`src/rtl/mc_pkg.sv`:
```
// mc_pkg: shared state encoding, opcode and alu_operation constants, control bundle
package mc_pkg;
  typedef enum logic [3:0] {
    FETCH  = 4'd0,
    DECODE = 4'd1,
    MEMADR = 4'd2,
    MEMRD  = 4'd3,
    MEMWB  = 4'd4,
    MEMWR  = 4'd5,
    EXEC   = 4'd6,
    RWB    = 4'd7,
    BRANCH = 4'd8,
    IEXEC  = 4'd9,
    IWB    = 4'd10,
    JUMP   = 4'd11
  } state_t;
  localparam logic [5:0] OP_R    = 6'b000000;
  localparam logic [5:0] OP_LW   = 6'b100011;
  localparam logic [5:0] OP_SW   = 6'b101011;
  localparam logic [5:0] OP_BEQ  = 6'b000100;
  localparam logic [5:0] OP_BNE  = 6'b000101;
  localparam logic [5:0] OP_ADDI = 6'b001000;
  localparam logic [5:0] OP_ANDI = 6'b001100;
  localparam logic [5:0] OP_ORI  = 6'b001101;
  localparam logic [5:0] OP_J    = 6'b000010;
  localparam logic [2:0] ALU_ADD   = 3'b000;
  localparam logic [2:0] ALU_SUB   = 3'b001;
  localparam logic [2:0] ALU_RTYPE = 3'b010;
  localparam logic [2:0] ALU_ADDI  = 3'b100;
  localparam logic [2:0] ALU_ANDI  = 3'b101;
  localparam logic [2:0] ALU_ORI   = 3'b111;
  typedef struct packed {
    logic       pc_write;
    logic       ir_write;
    logic       mem_read;
    logic       mem_write;
    logic       iord;
    logic       reg_write;
    logic       reg_dst;
    logic       mem_to_reg;
    logic       alu_src_a;
    logic [1:0] alu_src_b;
    logic [1:0] pc_source;
    logic [2:0] alu_operation;
    logic       instr_done;
    logic       illegal_op;
  } ctrl_t;
endpackage

```
`src/rtl/mc_output_decode.sv`:
```
// mc_output_decode: per-state control outputs (state, op_reg, zero, mem_ready -> ctrl bundle)
module mc_output_decode
  import mc_pkg::*;
(
  input  state_t      state,
  input  logic [5:0]  op_reg,
  input  logic        zero,
  input  logic        mem_ready,
  output ctrl_t       ctrl
);
  always_comb begin
    ctrl = '0;
    case (state)
      FETCH: begin
        ctrl.mem_read = 1'b1;
        ctrl.alu_src_b = 2'b01;
        ctrl.alu_operation = ALU_ADD;
        ctrl.ir_write = mem_ready;
        ctrl.pc_write = mem_ready;
      end
      DECODE: begin
        ctrl.alu_src_b = 2'b11;
        ctrl.illegal_op = !(op_reg inside {OP_R, OP_LW, OP_SW, OP_BEQ, OP_BNE, OP_ADDI, OP_ANDI, OP_ORI, OP_J});
      end
      MEMADR: begin
        ctrl.alu_src_a = 1'b1;
        ctrl.alu_src_b = 2'b10;
      end
      MEMRD: begin
        ctrl.mem_read = 1'b1;
        ctrl.iord = 1'b1;
      end
      MEMWB: begin
        ctrl.reg_write = 1'b1;
        ctrl.mem_to_reg = 1'b1;
        ctrl.instr_done = 1'b1;
      end
      MEMWR: begin
        ctrl.mem_write = 1'b1;
        ctrl.iord = 1'b1;
        ctrl.instr_done = mem_ready;
      end
      EXEC: begin
        ctrl.alu_src_a = 1'b1;
        ctrl.alu_operation = ALU_RTYPE;
      end
      RWB: begin
        ctrl.reg_write = 1'b1;
        ctrl.reg_dst = 1'b1;
        ctrl.instr_done = 1'b1;
      end
      BRANCH: begin
        ctrl.alu_src_a = 1'b1;
        ctrl.alu_operation = ALU_SUB;
        ctrl.pc_source = 2'b01;
        ctrl.pc_write = (op_reg == OP_BEQ && zero) || (op_reg == OP_BNE && !zero);
        ctrl.instr_done = 1'b1;
      end
      IEXEC: begin
        ctrl.alu_src_a = 1'b1;
        ctrl.alu_src_b = 2'b10;
        ctrl.alu_operation = op_reg == OP_ANDI ? ALU_ANDI : op_reg == OP_ORI ? ALU_ORI : ALU_ADDI;
      end
      IWB: begin
        ctrl.reg_write = 1'b1;
        ctrl.instr_done = 1'b1;
      end
      JUMP: begin
        ctrl.pc_source = 2'b10;
        ctrl.pc_write = 1'b1;
        ctrl.instr_done = 1'b1;
      end
      default: ;
    endcase
  end
endmodule

```
`src/rtl/multicycle_control.sv`:
```
// multicycle_control: multicycle MIPS-subset control FSM (clk/reset, opcode/mem_ready/zero in; datapath controls, state, instr_done, illegal_op out)
module multicycle_control
  import mc_pkg::*;
(
  input  logic       clk,
  input  logic       reset,
  input  logic [5:0] opcode,
  input  logic       mem_ready,
  input  logic       zero,
  output logic       pc_write,
  output logic       ir_write,
  output logic       mem_read,
  output logic       mem_write,
  output logic       iord,
  output logic       reg_write,
  output logic       reg_dst,
  output logic       mem_to_reg,
  output logic       alu_src_a,
  output logic [1:0] alu_src_b,
  output logic [1:0] pc_source,
  output logic [2:0] alu_operation,
  output logic [3:0] state,
  output logic       instr_done,
  output logic       illegal_op
);
  state_t     cur, nxt;
  logic [5:0] op_reg;
  ctrl_t      c;
  mc_output_decode u_dec (.state(cur), .op_reg(op_reg), .zero(zero), .mem_ready(mem_ready), .ctrl(c));
  always_ff @(posedge clk or posedge reset)
    if (reset) begin
      cur <= FETCH;
      op_reg <= '0;
    end else begin
      cur <= nxt;
      if (c.ir_write) op_reg <= opcode;
    end
  always_comb begin
    nxt = FETCH;
    case (cur)
      FETCH:  nxt = mem_ready ? DECODE : FETCH;
      DECODE: nxt = (op_reg == OP_LW || op_reg == OP_SW) ? MEMADR :
                    op_reg == OP_R ? EXEC :
                    (op_reg == OP_BEQ || op_reg == OP_BNE) ? BRANCH :
                    (op_reg == OP_ADDI || op_reg == OP_ANDI || op_reg == OP_ORI) ? IEXEC :
                    op_reg == OP_J ? JUMP : FETCH;
      MEMADR: nxt = op_reg == OP_LW ? MEMRD : op_reg == OP_SW ? MEMWR : FETCH;
      MEMRD:  nxt = mem_ready ? MEMWB : MEMRD;
      MEMWR:  nxt = mem_ready ? FETCH : MEMWR;
      EXEC:   nxt = RWB;
      IEXEC:  nxt = IWB;
      default: nxt = FETCH;
    endcase
  end
  // reset parks the FSM in FETCH, whose combinational strobes must stay quiet
  assign pc_write      = c.pc_write & ~reset;
  assign ir_write      = c.ir_write & ~reset;
  assign mem_read      = c.mem_read & ~reset;
  assign mem_write     = c.mem_write & ~reset;
  assign reg_write     = c.reg_write & ~reset;
  assign instr_done    = c.instr_done & ~reset;
  assign illegal_op    = c.illegal_op & ~reset;
  assign iord          = c.iord;
  assign reg_dst       = c.reg_dst;
  assign mem_to_reg    = c.mem_to_reg;
  assign alu_src_a     = c.alu_src_a;
  assign alu_src_b     = c.alu_src_b;
  assign pc_source     = c.pc_source;
  assign alu_operation = c.alu_operation;
  assign state         = cur;
endmodule

```
`config.mk`:
```
export PLATFORM = sky130hd
export DESIGN_NAME = multicycle_control
export DESIGN_NICKNAME = d
export VERILOG_FILES = /design/src/rtl/mc_pkg.sv /design/src/rtl/mc_output_decode.sv /design/src/rtl/multicycle_control.sv
export SDC_FILE = /design/constraint.sdc
export NUM_CORES = 1
export LEC_CHECK = 0
export ABC_AREA = 1
export CAP_MARGIN = 15
export CORE_ASPECT_RATIO = 1.4
export CORE_MARGIN = 1.5
export CORE_UTILIZATION = 25
export CTS_CLUSTER_DIAMETER = 30
export DETAILED_ROUTE_END_ITERATION = 6
export PLACE_DENSITY_LB_ADDON = 0.3
export SETUP_SLACK_MARGIN = 0.5
export SLEW_MARGIN = 15
export SYNTH_ARGS = -nofsm -noshare
export SYNTH_HDL_FRONTEND = slang
export SYNTH_SLANG_ARGS = --single-unit
export TNS_END_PERCENT = 50
```
`constraint.sdc`:
```
create_clock -name clk -period 1.95 [get_ports clk]
set_input_delay 0.195 -clock clk [delete_from_list [all_inputs] [get_ports clk]]
set_output_delay 0.195 -clock clk [all_outputs]
set_load 0.05 [all_outputs]
```
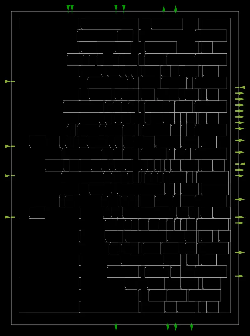
Figure 1: cell placement.
Fill cells: 323
n_taps: 40
FP Rows: 25
fin cells: 220

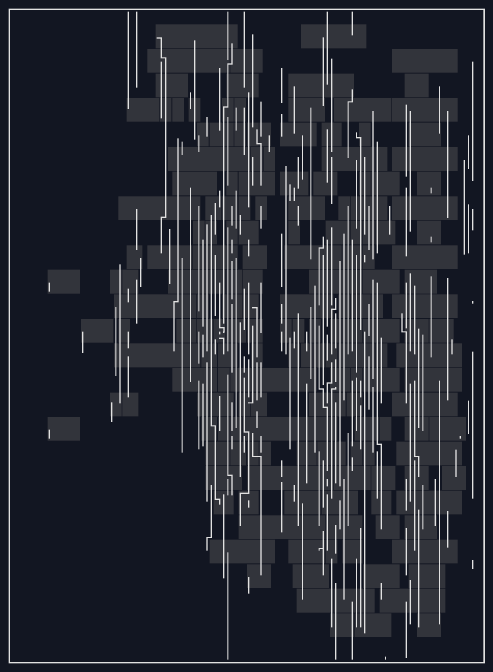
Figure 2: signal wires on met2.
wire length on this layer: 1,610 um
longest straight run: 33.3 um
nets with wire on the layer: 167
share of all routed wire: 60%
main direction: vertical
routed vias: 1,021
Post-Route WL: 2677 um
routing usage on met2: 30.00%

==> CHANGELOG.md <==
### Implementation results

- Outcome: finished, final reports clean
- Max reg flops: 6
- Flip-flops: 10
- Clock Path Buffers: 2
- Crit path cell chain: nor2_4 > nand2_4 > buf_6 > nand4_1 > buf_12
- Period minus WS final: 1.689 ns
- Slew headroom: 66.71%
- Synth area leader: dfrtp_1
- Clk pwr: 0.000252 W
- R2R Setup Slk: 0.57 ns
- Post-Place Worst Slack: 0.2750 ns
- Critical path depth: 5
- P_seq: 0.000498 W
- Switching Power: 0.001778 W
- Combinational power share: 78.0%
- 1st-pass router iterations: 4
- Post-CTS Setup Inserts: 11
- First-pass GRT wire length: 4160 um
- RSZ-0062 raised after global routing: yes
- Combinational cell power: 0.00265 W
- Worst path slowest cell: dfrtp_4
- Number of diodes: 0
- Port bufs: 31
- CP endpoint kind: output pin
- DRC viols: 0
- CP Class: reg2out
- Reg power frac: 14.6%
- Top cell type's share of synthesized area: 29.20%
- Root Driver: clkbuf_8
- Latency at later pin: 0.23 ns
- Die height: 72.28 um
- P per Cell Area: 2003 mW/mm^2
- Multi-input gate count: 99
- Critical path startpoint category: flip-flop
- Top non-seq family: simple AND/OR/NAND/NOR gates
- Complex-gate fraction of the synthesized area: 5.839%
- Final clock-cell share: 3.240%
- Largest stage delay, worst path: 0.54 ns
- Clkbuf count: 4
- Yosys stat chip area: 857.1 um^2
- Grt peak-use layer: met2
- Inverters: 18
- Post-cts resize count: 29
- Async set-reset flop share out of synthesis: 100.0%
- Hold WS: 0.2729 ns
- Max Used Layer: met4
- Crit path DAT: 1.49 ns
- Placed Instances: 200
- Worst setup path startpoint: state[0]
- FP Util: 25.85%
- Placed cell areas: 0.001381 mm^2
- Met2 wire len: 1613 um
- Max Cap Viol: 0
- Largest cell class: combinational gates
- TritonCTS clock tree: yes
- Signal buffers: 49
- Initial antenna violation count: 0
- Ys flop type: dfrtp_1
- Synth mux share: 0%
- Cells after synthesis: 134
- Tightest Pin Transition: 0.4985 ns
- Area Growth Syn to Fin: 98.25%
- Pwr top: combinational logic
- Die x size: 52.49 um
- Int Pwr: 0.001625 W
- Layout cells sized above 1: 52.78%
- Register share after synthesis: 29.20%
- Worst r2r path cells: 6
- Cycle use final: 86.63%
- Dpl hpwl: 2007 um
- CTS buffer count: 3
- Top Ports: 32
- M1 GR Usage: 12.77%
- Leak Pwr: 0.8272 nW
- Vias in the first global route: 1,028
- Synthesis warning total: 0
- Distinct lib cells used: 18
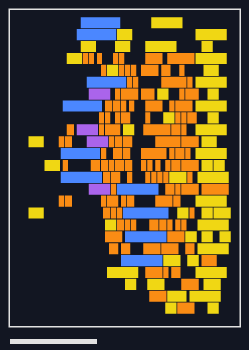
Figure 3: cell classes on the final placement.
Scale bar: 20 um.
[other buffers and delay cells] yellow | cells: 49
[flip-flops] blue | cells: 10
[clock drivers and dummy loads] purple | cells: 4
[all other logic] orange | cells: 117
Seq/total area: 15.24%
final instance area: 0.001699 mm^2
fin util: 51.25%
Core ar.: 0.003316 mm^2

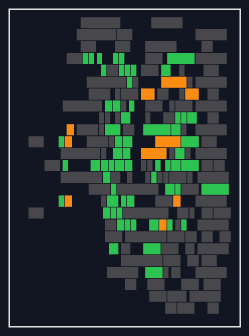
Figure 4: selected gate families.
[NAND gates] green | cells: 61
[inverting AOI/OAI gates] orange | cells: 10
most frequent logic cell in the layout: nand2_1
Comb area share: 38.88%

Power figures rest on the tool's default switching activity, not on a simulated workload.
